Figure 1. The metal 1 layer (run 1).
Bar = 20 µm. Supply wires on this layer in gray.
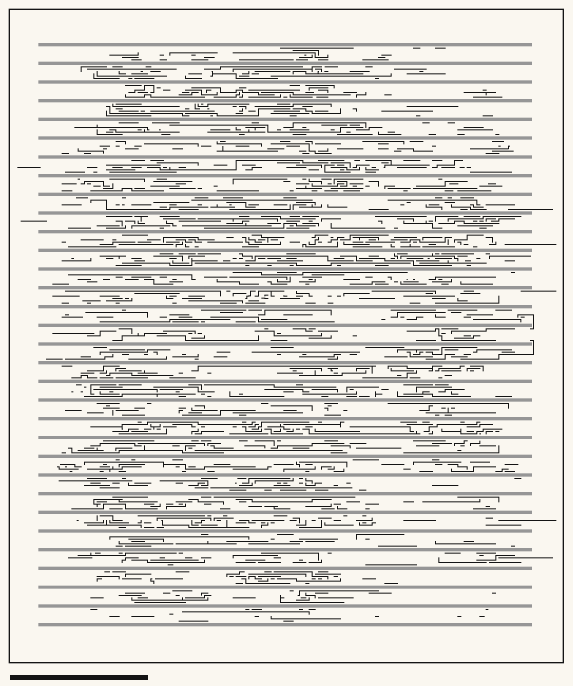
Figure 2. Met2 routing (run 1).
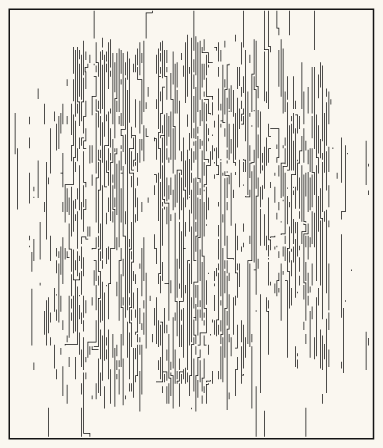
Figure 3. The metal 3 layer (run 1).
Bar = 20 µm.
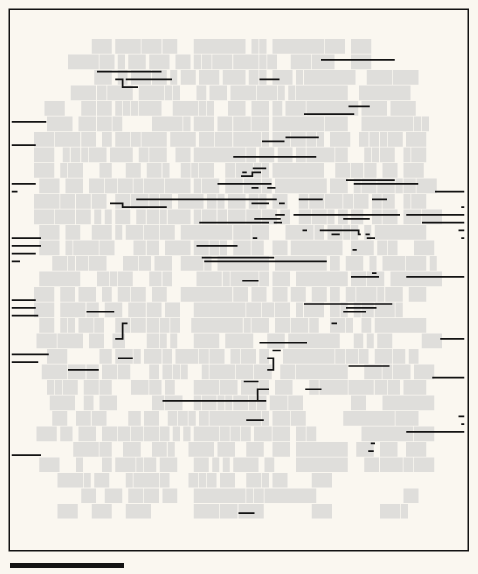
<file path="config.mk">
export PLATFORM = sky130hd
export DESIGN_NAME = logic_unit_pipe
export DESIGN_NICKNAME = d
export VERILOG_FILES = /design/src/rtl/logic_unit_pipe.sv
export SDC_FILE = /design/constraint.sdc
export NUM_CORES = 1
export LEC_CHECK = 0
export CAP_MARGIN = 20
export CORE_ASPECT_RATIO = 1.2
export CORE_MARGIN = 4
export CORE_UTILIZATION = 58
export DETAILED_ROUTE_END_ITERATION = 16
export PLACE_DENSITY = 0.82
export SYNTH_ARGS = -nofsm -noshare
export SYNTH_HDL_FRONTEND = slang
export SYNTH_SLANG_ARGS = --single-unit
</file>
<file path="constraint.sdc">
create_clock -name clk -period 2.6 [get_ports clk]
set_clock_uncertainty 0.1 [all_clocks]
set_input_delay 0.78 -clock clk [delete_from_list [all_inputs] [get_ports clk]]
set_output_delay 0.78 -clock clk [all_outputs]
set_load 0.05 [all_outputs]
</file>
<file path="src/rtl/logic_unit_pipe.sv">
// Registered bitwise logic unit with pairwise and multi-beat reduction modes.
// Valid/ready on both sides, one output register, async active-high reset.
module logic_unit_pipe #(
  parameter int WIDTH = 8,
  parameter int LEN_W = 4
) (
  input  logic             clk,
  input  logic             rst,
  input  logic             in_valid,
  output logic             in_ready,
  input  logic [WIDTH-1:0] a,
  input  logic [WIDTH-1:0] b,
  input  logic [2:0]       op,
  input  logic             mode,
  input  logic [LEN_W-1:0] len,
  output logic             out_valid,
  input  logic             out_ready,
  output logic [WIDTH-1:0] y,
  output logic [2:0]       y_last_op
);

  typedef enum logic [1:0] {
    IDLE  = 2'd0,
    ACCUM = 2'd1,
    HOLD  = 2'd2
  } state_t;

  state_t state, state_nx;

  logic [WIDTH-1:0] acc, acc_nx;
  logic [WIDTH-1:0] acc_step;
  logic [WIDTH-1:0] y_nx;
  logic [LEN_W-1:0] cnt, cnt_nx;
  logic [LEN_W-1:0] cnt_inc;
  logic [LEN_W-1:0] len_r, len_nx;
  logic [LEN_W-1:0] len_eff;
  logic [2:0]       op_r, op_nx;
  logic [2:0]       yop_nx;
  logic             ov_nx;
  logic             beat;
  logic             out_free;

  function automatic logic [WIDTH-1:0] f_pair(
    input logic [2:0]       o,
    input logic [WIDTH-1:0] x,
    input logic [WIDTH-1:0] z
  );
    logic [WIDTH-1:0] r;
    r = x;
    case (o)
      3'd0:    r = x & z;
      3'd1:    r = x | z;
      3'd2:    r = ~(x & z);
      3'd3:    r = ~(x | z);
      3'd4:    r = x ^ z;
      3'd5:    r = ~(x ^ z);
      3'd6:    r = ~x;
      default: r = x;
    endcase
    return r;
  endfunction

  // Reduction folds with the base op; inversion applies only at the end.
  function automatic logic [WIDTH-1:0] f_base(
    input logic [2:0]       o,
    input logic [WIDTH-1:0] x,
    input logic [WIDTH-1:0] z
  );
    logic [WIDTH-1:0] r;
    r = x ^ z;
    case (o)
      3'd0, 3'd2: r = x & z;
      3'd1, 3'd3: r = x | z;
      default:    r = x ^ z;
    endcase
    return r;
  endfunction

  function automatic logic [WIDTH-1:0] f_fin(
    input logic [2:0]       o,
    input logic [WIDTH-1:0] x
  );
    logic [WIDTH-1:0] r;
    r = x;
    case (o)
      3'd2, 3'd3, 3'd5: r = ~x;
      default:          r = x;
    endcase
    return r;
  endfunction

  assign out_free = !out_valid || out_ready;
  assign in_ready = (state != HOLD) && out_free;
  assign beat     = in_valid && in_ready;
  assign acc_step = f_base(op_r, acc, a);
  assign cnt_inc  = cnt + LEN_W'(1);
  assign len_eff  = (len == '0) ? LEN_W'(1) : len;

  always_comb begin
    state_nx = state;
    acc_nx   = acc;
    cnt_nx   = cnt;
    len_nx   = len_r;
    op_nx    = op_r;
    y_nx     = y;
    yop_nx   = y_last_op;
    ov_nx    = out_valid && !out_ready;
    case (state)
      IDLE: begin
        if (beat) begin
          if (!mode || op[2:1] == 2'b11) begin
            y_nx   = f_pair(op, a, b);
            yop_nx = op;
            ov_nx  = 1'b1;
          end else begin
            op_nx  = op;
            len_nx = len_eff;
            acc_nx = a;
            cnt_nx = LEN_W'(1);
            if (len_eff == LEN_W'(1)) begin
              y_nx   = f_fin(op, a);
              yop_nx = op;
              ov_nx  = 1'b1;
            end else begin
              state_nx = ACCUM;
            end
          end
        end
      end
      ACCUM: begin
        if (beat) begin
          acc_nx = acc_step;
          cnt_nx = cnt_inc;
          if (cnt_inc == len_r) begin
            if (out_free) begin
              y_nx     = f_fin(op_r, acc_step);
              yop_nx   = op_r;
              ov_nx    = 1'b1;
              state_nx = IDLE;
            end else begin
              state_nx = HOLD;
            end
          end
        end
      end
      HOLD: begin
        if (out_free) begin
          y_nx     = f_fin(op_r, acc);
          yop_nx   = op_r;
          ov_nx    = 1'b1;
          state_nx = IDLE;
        end
      end
      default: begin
        state_nx = IDLE;
      end
    endcase
  end

  always_ff @(posedge clk or posedge rst) begin
    if (rst) begin
      state     <= IDLE;
      acc       <= '0;
      cnt       <= '0;
      len_r     <= '0;
      op_r      <= '0;
      y         <= '0;
      y_last_op <= '0;
      out_valid <= 1'b0;
    end else begin
      state     <= state_nx;
      acc       <= acc_nx;
      cnt       <= cnt_nx;
      len_r     <= len_nx;
      op_r      <= op_nx;
      y         <= y_nx;
      y_last_op <= yop_nx;
      out_valid <= ov_nx;
    end
  end

endmodule

</file>
==> summary.txt, run 1 <==
The full implementation flow was run.

For the worst reg-to-reg path, the endpoint reported by OpenROAD is y[1]. The required time of the critical path stands at 1720 ps. The post-detailed-placement half-perimeter wirelength stands at 7348 µm.

In this run the standard cell core region covers 0.006051 mm². STA classifies the critical path startpoint as an input pin. The achievable clock frequency stands at 391.6 MHz.

The gate count after technology mapping stands at 453. The number of tapcells stands at between 80 and 90. The script computed the net switching share of total power as between 40% and 50%.

The count of cells along the worst register-to-register path stands at 6. The run finished with clean final reports. The final hold violation count recorded for this run is 0. Before any placement, the netlist area is recorded as 0.003641 mm². Per the repair_timing log after CTS, setup buffers inserted total 0.

The number of antenna repair diodes stands at 0. Cells with a size suffix above 1 make up between 10% and 20% of the layout. The worst path needs 2554 ps of the cycle, external delays included.

Nets still carrying antenna violations after routing amount to 0. Looking at the critical path, the single cell with the biggest stage delay is clkdlybuf4s50_1. In this run, post-CTS hold repair placed 0 buffers. The number of storage elements in the synthesis netlist stands at 33. Per report_power, the combinational group accounts for 70.0% of the total. At the placement stage, the worst setup path has a slack of -363.2 ps.

Per the placement report, the placed cell count is 604. After synthesis, the mean cell area works out to 8.038 µm². dfrtp_1 takes more of the synthesized area than any other cell. In the CTS report, the clock slew at the register clock pins of the worst setup and hold paths is listed as 70 ps. The initial antenna violation count stands at 0. STA lists the startpoint of the worst hold path as y[7]. Per the log, the first TritonRoute iteration ended with a DRC count of 268.

The arrival time of data at the critical path endpoint stands at roughly 1700 ps. The initialized floorplan defines 31 standard-cell rows. The die width stands at 80.33 µm. Fill cells in the final layout number 468.

Input and output buffers added on the ports amount to 40. At the later pin of the worst-skew pair, clock insertion delay measures ~290 ps. The internal power consumption stands at 0.002339 W. Hold analysis lists the worst path endpoint as y[7]. The count of yosys warnings during synthesis stands at 0. Between the synthesized netlist and the finished layout, the area growth was recorded as 25.98%.

The number of H-tree branching levels stands at 2. The launch point of the critical path was reported as out_ready. OpenROAD reports that the post-layout worst path occupies a little over nine tenths of the period.

Measured on the finished design, the core utilization comes to 75.81%. The non-clock inverter instance count of the final layout stands at 37. In the final layout, non-clock buffers account for 18.93% of the cell area. In this run the full chip footprint comes out at 0.007614 mm².

Once routing completed, OpenROAD measured the worst setup slack at about 46 ps. The chip area line of the yosys report stands at between 0.003 and 0.004 mm².
Back to the opening pictures, Figure 1:
522 nets have wire on it. The layer carries 3960 µm of wire.
wire length after detailed routing: 9644 µm
vias: 3684

Back to the opening pictures, Figure 2:
The longest straight run is 48.6 µm. 486 nets have wire on it. The wires run mostly vertical. The layer holds 51% of the routed length. The layer carries 4940 µm of wire.
global-route track usage on met2: 47.17%

Back to the opening pictures, Figure 3:
The wires run mostly horizontal. The layer carries 460 µm of wire. 64 nets have wire on it.
met3 GRT Util: 2.767%

==> run 1: cell families after synthesis <==
logic type / count (synthesis) / synth area share, %
buf+inv: 68 / 7.319
xor+xnor: 44 / 10.58
mux: 24 / 7.113
fa+ha+maj: 37 / 12.71
simple gates: 112 / 15.50
compound gates: 135 / 24.09
flops: 33 / 22.68
==> run 1: through the flow <==
step	setup TNS [ps]	instance area (µm²)	hold slack, ps
after floorplan	0	3641	399.5
after global placement	-2318	4477	395.8
after detailed placement	-2762	4477	409.2
after CTS	0	4562	425.1
after global routing	-63.06	4587	445.8
final	0	4587	426.4
==> run 1: metal layers <==
layer	vias to the layer above	part of all wire [%]	global-route usage, %
met5	-	0	0
met1	1751	41	31.18
li1	1773	-	-
met3	29	4.8	2.767
met2	131	51	47.17
met4	0	3.0	11.55
==> run 1: cells in the mapped netlist (2+ instances only) <==
cell,count
a2111oi_0,3
a211oi_1,3
a21oi_1,19
a221oi_1,11
a31oi_1,13
a32oi_1,2
and3_1,4
buf_1,6
buf_2,2
clkbuf_1,21
dfrtp_1,33
ha_1,37
inv_1,36
mux2_2,12
mux2i_1,11
nand2_1,31
nand2b_1,7
nand3_1,6
nor2_1,24
nor2b_1,8
nor3_1,10
nor3b_1,9
nor4_1,2
nor4b_1,4
o2111ai_1,2
o211ai_1,18
o21ai_0,43
o221ai_1,2
o31ai_1,9
or3_1,4
xnor2_1,37
xor2_1,7
==> run 1: sequential cells by signal (all words and copies together), names as in the netlist <==
register	count
len_r	4
state	2
op_r	3
y_last_op	3
acc	8
out_valid	1
y	8
cnt	4
==> run 1: worst register-to-register path, cell delays in order, from the launching register on <==
cell and delay, ps:
dfrtp_1 460, ha_1 370, xnor2_1 230, nand2_1 130
o41a_1 420, or2_1 340, o31ai_1 290
==> run 1 -> run 2 <==
- CTS_CLUSTER_DIAMETER: unset -> 80
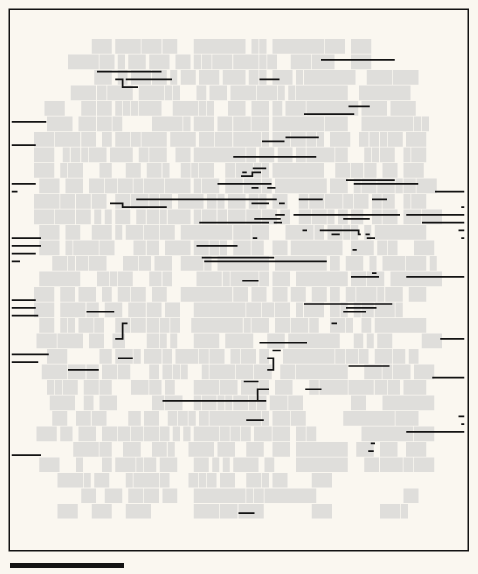
Figure 4: run 2, the metal 3 layer.
Bar = 20 µm.
The layer carries 460 µm of wire. The layer holds 4.8% of the routed length. The wires run mostly horizontal. 64 nets have wire on it.

==> run 2 against run 1 <==
  * Clock power hardly changed
  * Non-clock buffer count stayed put
  * Synthesized cell count stayed put
  * Sequential cell count stayed put
  * Routed wire length stayed put
  * Die area stayed put
  * Synthesized area stayed put
  * Critical path type unchanged
  * Largest power group unchanged
==> summary.txt, run 2 <==
The full implementation flow was run.

The average instance in the mapped netlist occupies 8.038 µm². The number of storage elements in the synthesis netlist stands at 33. Per the synthesis report, the adder-cell share of the synthesized area is 12.71%. Looking at the power breakdown, combinational cells take 70.0% of the total. The chip area line of the yosys report stands at ~0.0036 mm².

The signed area change from the synthesized netlist to the final layout stands at 25.98%. For met2 alone, demand over resource in global routing was between 40 and 50%. The synthesis stats list as the most numerous cell o21ai_0. The cell area reported after detailed placement stands at 0.004477 mm². The floorplan has 31 rows. Synthesis produced a netlist whose cell count is ~450. The detailed router placed 3684 vias in this run.

The mux contribution to synthesized area stands at 7.113%. The achievable clock frequency stands at 391.6 MHz. After detailed placement, the design holds a cell count of 604.

Once routing completed, OpenROAD measured the worst setup slack at 46.27 ps. The post-detailed-placement half-perimeter wirelength stands at 7348 µm. On the critical path the data arrives at 1670 ps. The hold buffer count at CTS stands at 0. During synthesis, Yosys emitted a total of 0 warnings. Timing analysis after detailed placement gives a worst setup slack of -363.2 ps. The final timing summary puts the cycle share of the worst path at between 90% and 100%. The largest registers in the layout are acc: 8 flops, y: 8 flops. Counting endpoints that fail hold in the final report gives 0. At the end of the flow the core is filled with cells to 75.81%. The post-layout minimum cycle time stands at 2554 ps.

The detailed router reported a total wirelength of 9644 µm. In the synthesized netlist, the dominant kind of combinational cell is AND-OR/OR-AND gates. Per the final layout report, the fraction of cells sized above drive strength 1 comes to between 10% and 20%. The count of nets left with antenna violations once routing finished came out at 0. The flow ran to the end, and the final reports show no timing, DRC or antenna violations.

The worst hold slack stands at 426.4 ps.
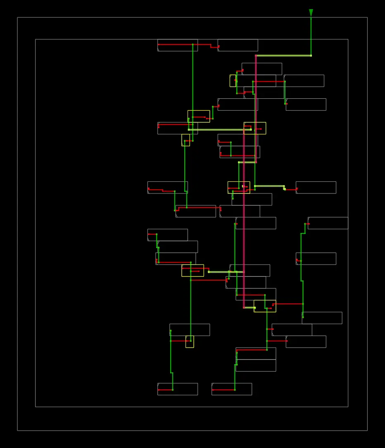
Figure 5: run 2, clock nets.
count of sequential standard cells: 33
Clock net power: 0.000382 W
clk_lat worst skew: 290 ps

run 2: cell counts in the layout (fill, tap and decap cells not counted):
No cell type changed its count.
run 2: power by group through the flow:
stage	registers [W]	logic (W)	clock network (W)
after floorplan	0.00125	0.00201	0
after global placement	0.000989	0.00303	0
after detailed placement	0.00100	0.00314	0
after CTS	0.000995	0.00318	0.000389
after global routing	0.00103	0.00352	0.000406
final	0.000998	0.00322	0.000382
run 2: worst max-delay path, stage by stage:
cell             delay, ps
clkdlybuf4s50_1        430
nor2b_2                210
nor2_1                  60
buf_4                  190
run 2: path summary, 6_finish.rpt:
path | depth (start not counted) | start | slack (ps) | to
min in group asynchronous | 3 | rst | 780 | len_r[1]
max | 4 | out_ready | 50 | in_ready
min | 2 | y[7] | 430 | y[7]
max reg2reg | 6 | cnt[0] | 160 | y[1]
max in group asynchronous | 3 | rst | 1300 | op_r[2]
min reg2reg | 2 | y[7] | 430 | y[7]
run 2: repair_timing:
item | in CTS | in global routing
resized | 2 | 5
setup endpoints to repair | 4 | 10
cloned | 0 | 0
endpoints found under the hold margin | 0 | 0
pin swaps | 0 | 1
setup buffers | 0 | 1
run 2: layout make-up:
cell class                 instances  area (µm²)  area share [%]
clock inverter                     2       10.01          0.2182
tap                               82       102.6           2.237
inverter                          37       138.9           3.028
sequential                        33       825.8           18.00
multi-input combinational        352        2569           56.00
timing repair buffer             101       868.3           18.93
clock buffer                       6       72.57           1.582
run 2: routing by layer:
metal	vias up	wire [µm]
met5	-	0
met4	0	289
met3	29	459
met2	131	4939
met1	1751	3955
li1	1773	-
Power is estimated from default activity; no workload was simulated.
